`config.mk`:
```
export PLATFORM = sky130hd
export DESIGN_NAME = cpu_run_controller
export DESIGN_NICKNAME = d
export VERILOG_FILES = /design/src/rtl/cpu_run_controller.sv
export SDC_FILE = /design/constraint.sdc
export NUM_CORES = 1
export LEC_CHECK = 0
export CORE_ASPECT_RATIO = 1.1
export CORE_MARGIN = 2
export CORE_UTILIZATION = 48
export CTS_CLUSTER_DIAMETER = 80
export CTS_CLUSTER_SIZE = 25
export DETAILED_ROUTE_END_ITERATION = 12
export PLACE_DENSITY = 0.77
export SLEW_MARGIN = 20
export SYNTH_ARGS = -nofsm -noshare
export SYNTH_HDL_FRONTEND = slang
export SYNTH_SLANG_ARGS = --single-unit
```
`constraint.sdc`:
```
create_clock -name CLK -period 2.71 [get_ports CLK]
set_input_delay 0.271 -clock CLK [delete_from_list [all_inputs] [get_ports CLK]]
set_output_delay 0.271 -clock CLK [all_outputs]
set_load 0.05 [all_outputs]
```
`src/rtl/cpu_run_controller.sv`:
```
// cpu_run_controller: sequences RF/DM/PC resets after power-up or RESET, then gates CPU execution
// through CPU_EN under RUN (optionally budgeted), STEP and HALT commands from a debug host.
module cpu_run_controller #(
  parameter int RST_CYCLES = 4,
  parameter int CNT_W      = 32
) (
  input  logic             CLK,
  input  logic             RST,
  input  logic             CMD_VALID,
  output logic             CMD_READY,
  input  logic [1:0]       CMD,
  input  logic [CNT_W-1:0] BUDGET,
  output logic             RFRST,
  output logic             DMRST,
  output logic             PCRRST,
  output logic             CPU_EN,
  output logic             DONE,
  output logic [2:0]       STATE,
  output logic [CNT_W-1:0] CYCLE_CNT
);
  localparam int HW = $clog2(RST_CYCLES + 1);
  localparam logic [1:0] C_RESET = 2'd0, C_RUN = 2'd1, C_STEP = 2'd2, C_HALT = 2'd3;
  typedef enum logic [2:0] {S_HOLD = 3'd0, S_PC = 3'd1, S_IDLE = 3'd2, S_RUN = 3'd3, S_STEP = 3'd4} state_t;
  state_t           r_state;
  logic [HW-1:0]    r_hold;
  logic [CNT_W-1:0] r_cnt;
  logic [CNT_W-1:0] r_rem;
  logic             r_done;
  logic             w_acc;
  assign w_acc     = CMD_VALID && CMD_READY;
  assign RFRST     = r_state == S_HOLD;
  assign DMRST     = r_state == S_HOLD;
  assign PCRRST    = r_state == S_HOLD || r_state == S_PC;
  assign CPU_EN    = r_state == S_RUN || r_state == S_STEP;
  assign CMD_READY = r_state == S_IDLE || r_state == S_RUN;
  assign DONE      = r_done;
  assign STATE     = r_state;
  assign CYCLE_CNT = r_cnt;
  // A nonzero remaining count inside RUN means the run is bounded; unbounded runs keep it at 0.
  always_ff @(posedge CLK or posedge RST) begin
    if (RST) begin
      r_state <= S_HOLD;
      r_hold  <= '0;
      r_cnt   <= '0;
      r_rem   <= '0;
      r_done  <= 1'b0;
    end else begin
      r_done <= 1'b0;
      case (r_state)
        S_HOLD: begin
          r_hold  <= (r_hold == HW'(RST_CYCLES - 1)) ? '0 : r_hold + 1'b1;
          r_state <= (r_hold == HW'(RST_CYCLES - 1)) ? S_PC : S_HOLD;
        end
        S_PC: r_state <= S_IDLE;
        S_IDLE: begin
          if (w_acc && CMD == C_RESET) begin
            r_state <= S_HOLD;
            r_cnt   <= '0;
          end else if (w_acc && CMD == C_RUN) begin
            r_state <= S_RUN;
            r_rem   <= BUDGET;
          end else if (w_acc && CMD == C_STEP) begin
            r_state <= S_STEP;
          end
        end
        S_RUN: begin
          r_cnt <= r_cnt + 1'b1;
          if (r_rem != '0) r_rem <= r_rem - 1'b1;
          if (w_acc && CMD == C_RESET) begin
            r_state <= S_HOLD;
            r_cnt   <= '0;
          end else if (r_rem == CNT_W'(1)) begin
            r_state <= S_IDLE;
            r_done  <= 1'b1;
          end else if (w_acc && CMD == C_HALT) begin
            r_state <= S_IDLE;
          end
        end
        S_STEP: begin
          r_cnt   <= r_cnt + 1'b1;
          r_state <= S_IDLE;
          r_done  <= 1'b1;
        end
        default: r_state <= S_HOLD;
      endcase
    end
  end
endmodule

```
run_1/class_map.png
Drawn at 4 px/micron. Fill, decap, tap and diode cells in gray.
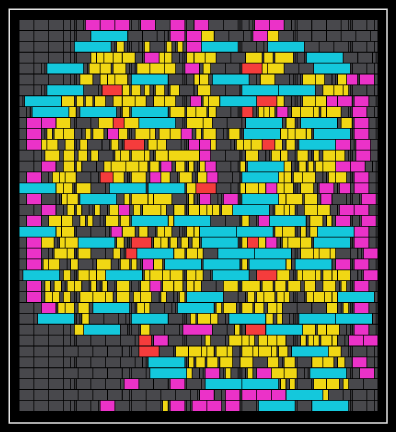
legend:
  cyan:
    class: registers
    cells: 71
  magenta:
    class: remaining buffers and delay cells
    cells: 101
  red:
    class: clock drivers and dummy loads
    cells: 16
  yellow:
    class: remaining logic cells
    cells: 381

run_1/clock_nets.png
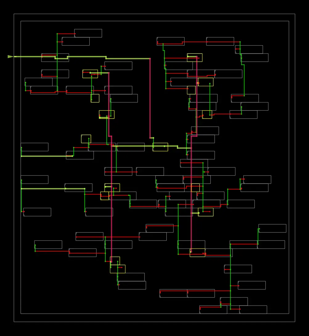
clock buf count: 9
CTS Buf Count: 9
flip-flops: 71
Late-Pin Clk Latency: 0.37 ns

==> Slide: Implementation Results, run 1 <==
Implementation Results

Outcome
  • Status: finished clean

CTS
  • Number of H-tree levels: 3
  • Setup Fix Bufs, Post-CTS: 0

Global routing
  • Vias in the first global route: 4,037

Setup path
  • Setup crit start: CYCLE_CNT[11]
  • FF-to-FF setup slack: 0.16 ns
  • CP delay by family, top: simple AND/OR/NAND/NOR gates

Timing
  • WHS: 0.279 ns
  • Pins over their slew limit: 0
  • Fin crit period: 2.55 ns
  • Max_slew headroom: 0.501
  • Final Cycle Share: 0.942

Power
  • Clk. pwr: 0.000796 W
  • P_comb: 0.00242 W
  • PwrDens: 938 nW/um^2
  • Clk network pwr share: 0.156

Routing
  • Detailed Routing Iterations Pass 1: 5
  • Number of remaining DRC errors: 0
  • Final ANT Viol Nets: 0
  • Vias/cell: 6.22
  • Top sig layer: met4

Die
  • Initial Util: 0.487

Layout
  • Clk cell area share: 0.0331
  • Share of cells above drive strength 1: 0.100
  • Area Overhead vs Synth: 27.3%

Synth
  • Yosys stat area: 4280 sq um
  • Cell total in the yosys stat output: 483
  • Syn Inst Count: 483
  • Synth Seq Share: 0.415
  • Post-synth ARST share: 1.00
run_1/clock_wires.png
Drawn at 4 px/micron.
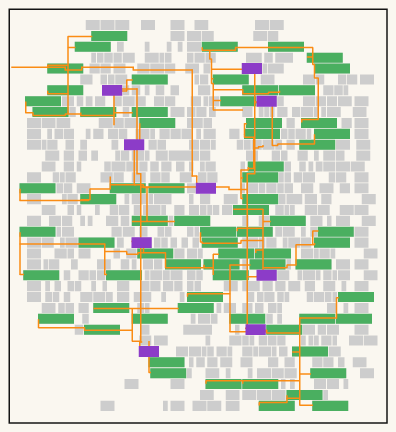
legend:
  green:
    item: flip-flops
    count: 71
  orange:
    item: clock wires
    length: 953 microns
  purple:
    item: clock-net drivers
    count: 9
flops lie: widely spread
routed clock nets: 10

-- run 1: registers in the layout (all words and copies together), names as in the netlist --
signal	flops
CYCLE_CNT	32
r_rem	32
STATE	3
r_hold	3
DONE	1
-- run 1: cell families after synthesis --
kind of cell	after synthesis	synth area share
AND/OR/NAND/NOR	199	0.245
AND-OR/OR-AND	139	0.229
flip-flops	71	0.415
buffers and inverters	42	0.0400
XOR/XNOR	25	0.0512
adder cells (fa/ha/maj)	4	0.0117
multiplexers	3	0.00789
-- run 1: synthesized netlist by cell type (3+ instances only) --
| cell | n | area (sq um) |
|---|---|---|
| a2111oi_0 | 6 | 52.6 |
| a211oi_1 | 14 | 105 |
| a21oi_1 | 24 | 120 |
| a22o_1 | 5 | 43.8 |
| a22oi_1 | 8 | 60.1 |
| a31oi_1 | 7 | 43.8 |
| a32o_1 | 5 | 50.1 |
| and2_1 | 4 | 25.0 |
| and3_1 | 7 | 43.8 |
| and4_1 | 5 | 43.8 |
| buf_1 | 4 | 15.0 |
| clkbuf_1 | 23 | 86.3 |
| dfrtp_1 | 71 | 1780 |
| ha_1 | 4 | 50.1 |
| inv_1 | 11 | 41.3 |
| mux2_2 | 3 | 33.8 |
| nand2_1 | 39 | 146 |
| nand2b_1 | 3 | 18.8 |
| nand3_1 | 22 | 110 |
| nand3b_1 | 5 | 37.5 |
| nand4_1 | 12 | 75.1 |
| nor2_1 | 49 | 184 |
| nor3_1 | 15 | 75.1 |
| nor4_1 | 8 | 50.1 |
| o21ai_0 | 20 | 100 |
| o22ai_1 | 3 | 18.8 |
| o2bb2ai_1 | 4 | 35.0 |
| o311ai_0 | 3 | 26.3 |
| o31ai_1 | 16 | 120 |
| o41ai_1 | 3 | 26.3 |
| or3_1 | 9 | 56.3 |
| or4_1 | 5 | 37.5 |
| xnor2_1 | 25 | 219 |
==> run 1 -> run 2 <==
--- a/config.mk
+++ b/config.mk
@@ -5,11 +5,12 @@
 export SDC_FILE = /design/constraint.sdc
 export NUM_CORES = 1
 export LEC_CHECK = 0
+export ABC_CLOCK_PERIOD_IN_PS = 2710
 export CORE_ASPECT_RATIO = 1.1
 export CORE_MARGIN = 2
 export CORE_UTILIZATION = 48
 export CTS_CLUSTER_DIAMETER = 80
-export CTS_CLUSTER_SIZE = 25
+export CTS_CLUSTER_SIZE = 10
 export DETAILED_ROUTE_END_ITERATION = 12
 export PLACE_DENSITY = 0.77
 export SLEW_MARGIN = 20
run_2/m2.png
Drawn at 4 px/micron. Cells faint in the background.
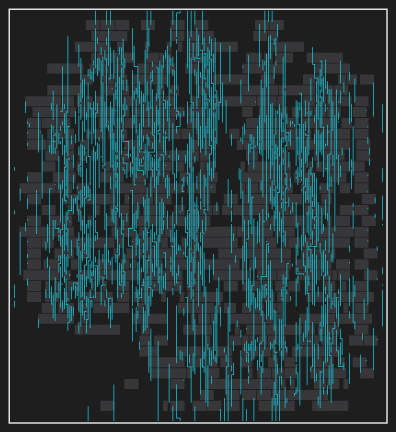
nets with wire on the layer: 526
main direction: vertical
share of all routed wire: 47%
longest straight run: 35.0 microns

run_2/clock_nets.png
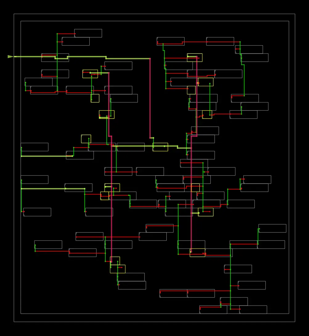
Final Skew: 0.0141 ns
Clk. pwr: 0.000796 W
# clock sinks: 71

==> Slide: Implementation Results, run 2 <==
Implementation Results

Outcome
  • Status: finished clean (unchanged)

Routing
  • Detailed Routing Iterations Pass 1: 5 (unchanged)
  • Number of remaining DRC errors: 0 (unchanged)
  • Vias: 4,250 (unchanged)
  • Final ANT Viol Nets: 0 (unchanged)
  • Vias/cell: 6.22 (unchanged)

Global routing
  • GRT Total Usage: 0.252 (unchanged)
  • Vias in the first global route: 4,037 (unchanged)
  • Largest net degree at the start of global routing: 48 (unchanged)
  • Antenna violations before repair: 0 (unchanged)

Timing
  • Fin. Hold Viols: 0 (unchanged)
  • Fin crit period: 2.55 ns (unchanged)
  • Least-Margin Pin Slew: 0.730 ns (unchanged)
  • Final Cycle Share: 0.942 (unchanged)
  • Max_slew headroom: 0.501 (unchanged)
  • Pins over their slew limit: 0 (unchanged)
  • TNS Setup: 0 ns (unchanged)
  • Final setup fails: 0 (unchanged)

Layout
  • Area Overhead vs Synth: 27.3% (unchanged)
  • Flip-flops: 71 (unchanged)
  • Share of cells above drive strength 1: 0.100 (unchanged)
  • Multi-input logic portion of the cell area: 0.430 (unchanged)
  • Final #Nets: 605 (unchanged)
  • Clk cell area share: 0.0331 (unchanged)
  • Clock buf count: 9 (unchanged)
  • Most used logic cell in the final layout: clkdlybuf4s50_1 (unchanged)

Setup path
  • Setup crit start kind: flop (unchanged)
  • Setup crit start: CYCLE_CNT[11] (unchanged)
  • FF-to-FF setup slack: 0.16 ns (about the same)
  • WP data arrival: 2.83 ns (about the same)
  • CP delay by family, top: simple AND/OR/NAND/NOR gates (unchanged)

Die
  • Die Size: 9690 sq um (unchanged)
  • Initial Util: 0.487 (unchanged)

Synth
  • Cell total in the yosys stat output: 483 (unchanged)
  • Cell taking the most area after synthesis: dfrtp_1 (unchanged)
  • Synth Seq Share: 0.415 (unchanged)
  • Synth top cell by count: dfrtp_1 (unchanged)
  • Yosys stat area: 4280 sq um (unchanged)
  • Syn Inst Count: 483 (unchanged)
  • Most frequent cells after synthesis: dfrtp_1 (71), nor2_1 (49), nand2_1 (39), xnor2_1 (25), a21oi_1 (24) (unchanged)
  • Synth top area share: 0.415 (unchanged)
  • Top cells, area: dfrtp_1 (42%), xnor2_1 (5.1%), nor2_1 (4.3%), nand2_1 (3.4%), a21oi_1 (2.8%) (unchanged)
  • Post-synth ARST share: 1.00 (unchanged)

CTS
  • Number of H-tree levels: 3 (unchanged)
  • CTS Buf Count: 9 (unchanged)
  • Late-Pin Clk Latency: 0.37 ns (about the same)
  • Setup Fix Bufs, Post-CTS: 0 (unchanged)

Flow run
  • Max-cap violation count: 0 (unchanged)
run 2: cell counts in the layout (fill, tap and decap cells not counted):
No cell type changed its count.
run 2: worst max-delay path by stage:
stage                     slack (ns)  cells after the start            end
after global routing            0.03                      5  CYCLE_CNT[31]
after detailed placement        0.21                      5  CYCLE_CNT[31]
final                           0.16                      5  CYCLE_CNT[31]
after floorplan                 0.06                      8  CYCLE_CNT[23]
after CTS                       0.16                      5  CYCLE_CNT[31]
after global placement          0.27                      5  CYCLE_CNT[31]
run 2: power breakdown:
group	switching, W	leakage (nW)	internal (W)	total, W
clock	0.000455	0.0789	0.000341	0.000796
sequential	0.000472	0.915	0.00143	0.00190
combinational	0.00147	1.09	0.000945	0.00242
run 2: stage by stage:
stage	utilization	cells	hold slack (ns)	power (W)	cell area, sq um
after floorplan	-	483	0.384	0.00348	4290
after global placement	0.600	667	0.489	0.00423	5270
after detailed placement	0.600	667	0.490	0.00430	5270
after CTS	0.621	683	0.291	0.00511	5450
final	0.621	683	0.279	0.00511	5450
after global routing	0.621	683	0.343	0.00542	5450
run 2: worst register-to-register path: stages (launching register included):
cell	delay, ns
dfrtp_1	0.47
nand4_1	0.17
or4_1	0.65
a2111o_1	0.51
or4_1	0.51
a21oi_1	0.16
run 2: layer usage:
metal,up-vias,routed length [microns]
met2,189,5450
met3,31,748
met4,0,368
met1,2040,5120
li1,1990,-
met5,-,0
run 2: cell families after synthesis:
kind of cell / Yosys count / share of synthesized area
simple gates: 199 / 0.245
compound gates: 139 / 0.229
xor+xnor: 25 / 0.0512
fa+ha+maj: 4 / 0.0117
mux: 3 / 0.00789
flops: 71 / 0.415
buf+inv: 42 / 0.0400
run_2/class_map.png
Drawn at 4 px/micron. Fill, decap, tap and diode cells in gray.
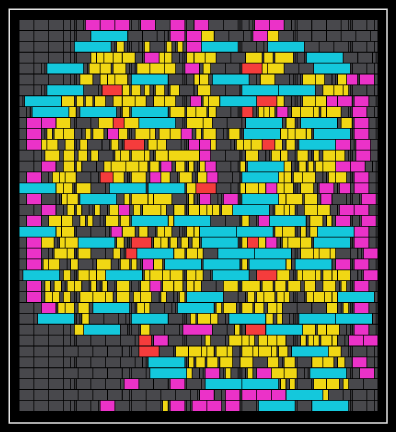

==> run 2 -> run 3 <==
--- a/config.mk
+++ b/config.mk
@@ -7,7 +7,7 @@
 export LEC_CHECK = 0
 export ABC_CLOCK_PERIOD_IN_PS = 2710
 export CORE_ASPECT_RATIO = 1.1
-export CORE_MARGIN = 2
+export CORE_MARGIN = 1
 export CORE_UTILIZATION = 48
 export CTS_CLUSTER_DIAMETER = 80
 export CTS_CLUSTER_SIZE = 10
run_3/class_map.png
Drawn at 4 px/micron. Fill, decap, tap and diode cells in gray.
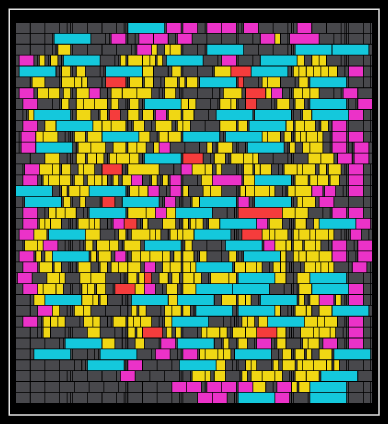
legend:
  cyan:
    class: registers
    cells: 71
  magenta:
    class: remaining buffers and delay cells
    cells: 99
  yellow:
    class: remaining logic cells
    cells: 381
  red:
    class: clock drivers and dummy loads
    cells: 16

==> Slide: Implementation Results, run 3 <==
Implementation Results

Global routing
  • Antenna violations before repair: 0 (unchanged)
  • Vias in the first global route: 4,053 (was 4,037)
  • Largest net degree at the start of global routing: 72 (was 48)

Flow run
  • Max-cap violation count: 0 (unchanged)

Synth
  • Synth top area share: 0.415 (unchanged)
  • Synth Seq Share: 0.415 (unchanged)
  • Most frequent cells after synthesis: dfrtp_1 (71), nor2_1 (49), nand2_1 (39), xnor2_1 (25), a21oi_1 (24) (unchanged)
  • Top cells, area: dfrtp_1 (42%), xnor2_1 (5.1%), nor2_1 (4.3%), nand2_1 (3.4%), a21oi_1 (2.8%) (unchanged)
  • Post-synth ARST share: 1.00 (unchanged)
  • Cell total in the yosys stat output: 483 (unchanged)

Timing
  • TNS Setup: 0 ns (unchanged)
  • Pins over their slew limit: 0 (unchanged)
  • Final setup fails: 0 (unchanged)
  • WHS: 0.292 ns (was 0.279 ns)
  • Final Cycle Share: 0.935 (was 0.942)
  • Fin crit period: 2.53 ns (was 2.55 ns)
  • Fin. Hold Viols: 0 (unchanged)

Routing
  • M1 wire length: 4930 microns (was 5120 microns)
  • Number of remaining DRC errors: 0 (unchanged)
  • Vias: 4,232 (was 4,250)
  • Detailed Routing Iterations Pass 1: 5 (unchanged)
  • Final ANT Viol Nets: 0 (unchanged)

CTS
  • # clock sinks: 71 (unchanged)
  • Late-Pin Clk Latency: 0.36 ns (was 0.37 ns)
  • Setup Fix Bufs, Post-CTS: 0 (unchanged)
  • CTS Buf Count: 9 (unchanged)

Layout
  • Most used logic cell in the final layout: clkdlybuf4s50_1 (unchanged)
  • Design Area, Final: 5460 sq um (was 5450 sq um)
  • Area Overhead vs Synth: 27.5% (was 27.3%)
  • Share of cells above drive strength 1: 0.0970 (was 0.100)

Setup path
  • CP delay by family, top: simple AND/OR/NAND/NOR gates (unchanged)

Placement
  • Placed Area: 5260 sq um (was 5270 sq um)

Power
  • PwrDens: 951 nW/um^2 (was 938 nW/um^2)

Die
  • Die Size: 9300 sq um (was 9690 sq um)

Outcome
  • Status: finished clean (unchanged)
run_3/clock_wires.png
Drawn at 4 px/micron.
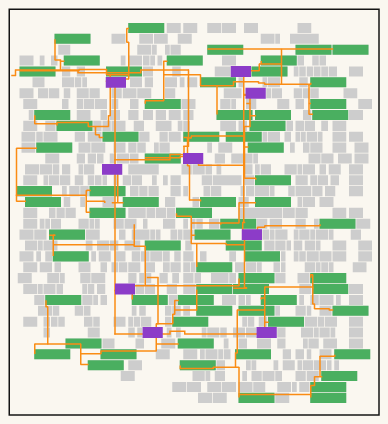
legend:
  orange:
    item: clock wires
    length: 1,010 microns
  purple:
    item: clock-net drivers
    count: 9
  green:
    item: flip-flops
    count: 71
flops lie: widely spread

run 3: kinds of logic (layout without fill, tap and decap cells):
family | after synthesis | in the layout | synth area share
xor+xnor | 25 | 25 | 0.0512
simple gates | 199 | 199 | 0.245
flops | 71 | 71 | 0.415
buf+inv | 42 | 126 | 0.0400
fa+ha+maj | 4 | 4 | 0.0117
compound gates | 139 | 139 | 0.229
mux | 3 | 3 | 0.00789
run 3: layer usage:
metal,vias to the layer above,track usage
li1,1976,-
met1,2056,0.346
met2,174,0.424
met3,26,0.0468
met4,0,0.125
met5,-,0
run 3: worst paths after layout:
| path | to | slack [ns] | cells after the start |
|---|---|---|---|
| setup / recovery | CYCLE_CNT[31] | 0.18 | 5 |
| hold / removal | CYCLE_CNT[25] | 0.29 | 3 |
| setup reg to reg | CYCLE_CNT[31] | 0.18 | 5 |
| hold reg to reg | r_rem[19] | 0.51 | 1 |
| max in group asynchronous | r_rem[18] | 2.08 | 3 |
| min in group CLK | r_rem[19] | 0.51 | 1 |
run 3: layout make-up:
cell class	count	area, sq um
fillers	731	3040
clock buffers	10	128
clock inverters	6	67.6
well taps	111	139
repair buffers	99	958
inverters	11	45.0
flip-flops and latches	71	1780
multi-input cells	370	2340
run 3: worst register-to-register path: cells and delay by family (launching register included):
| kind | cells | cell delay, ns |
|---|---|---|
| AND/OR/NAND/NOR | 3 | 1.33 |
| flip-flops | 1 | 0.45 |
| AND-OR/OR-AND | 2 | 0.68 |
run 3: through the flow:
stage / total power [W] / std cells
after floorplan: 0.00348 / 483
after global placement: 0.00422 / 662
after detailed placement: 0.00431 / 662
after CTS: 0.00519 / 678
after global routing: 0.00551 / 678
final: 0.00519 / 678
run 3: power breakdown:
group	switching, W	internal [W]
logic	0.00147	0.000948
clock network	0.000446	0.000430
registers	0.000466	0.00143
Power is estimated from default activity; no workload was simulated.
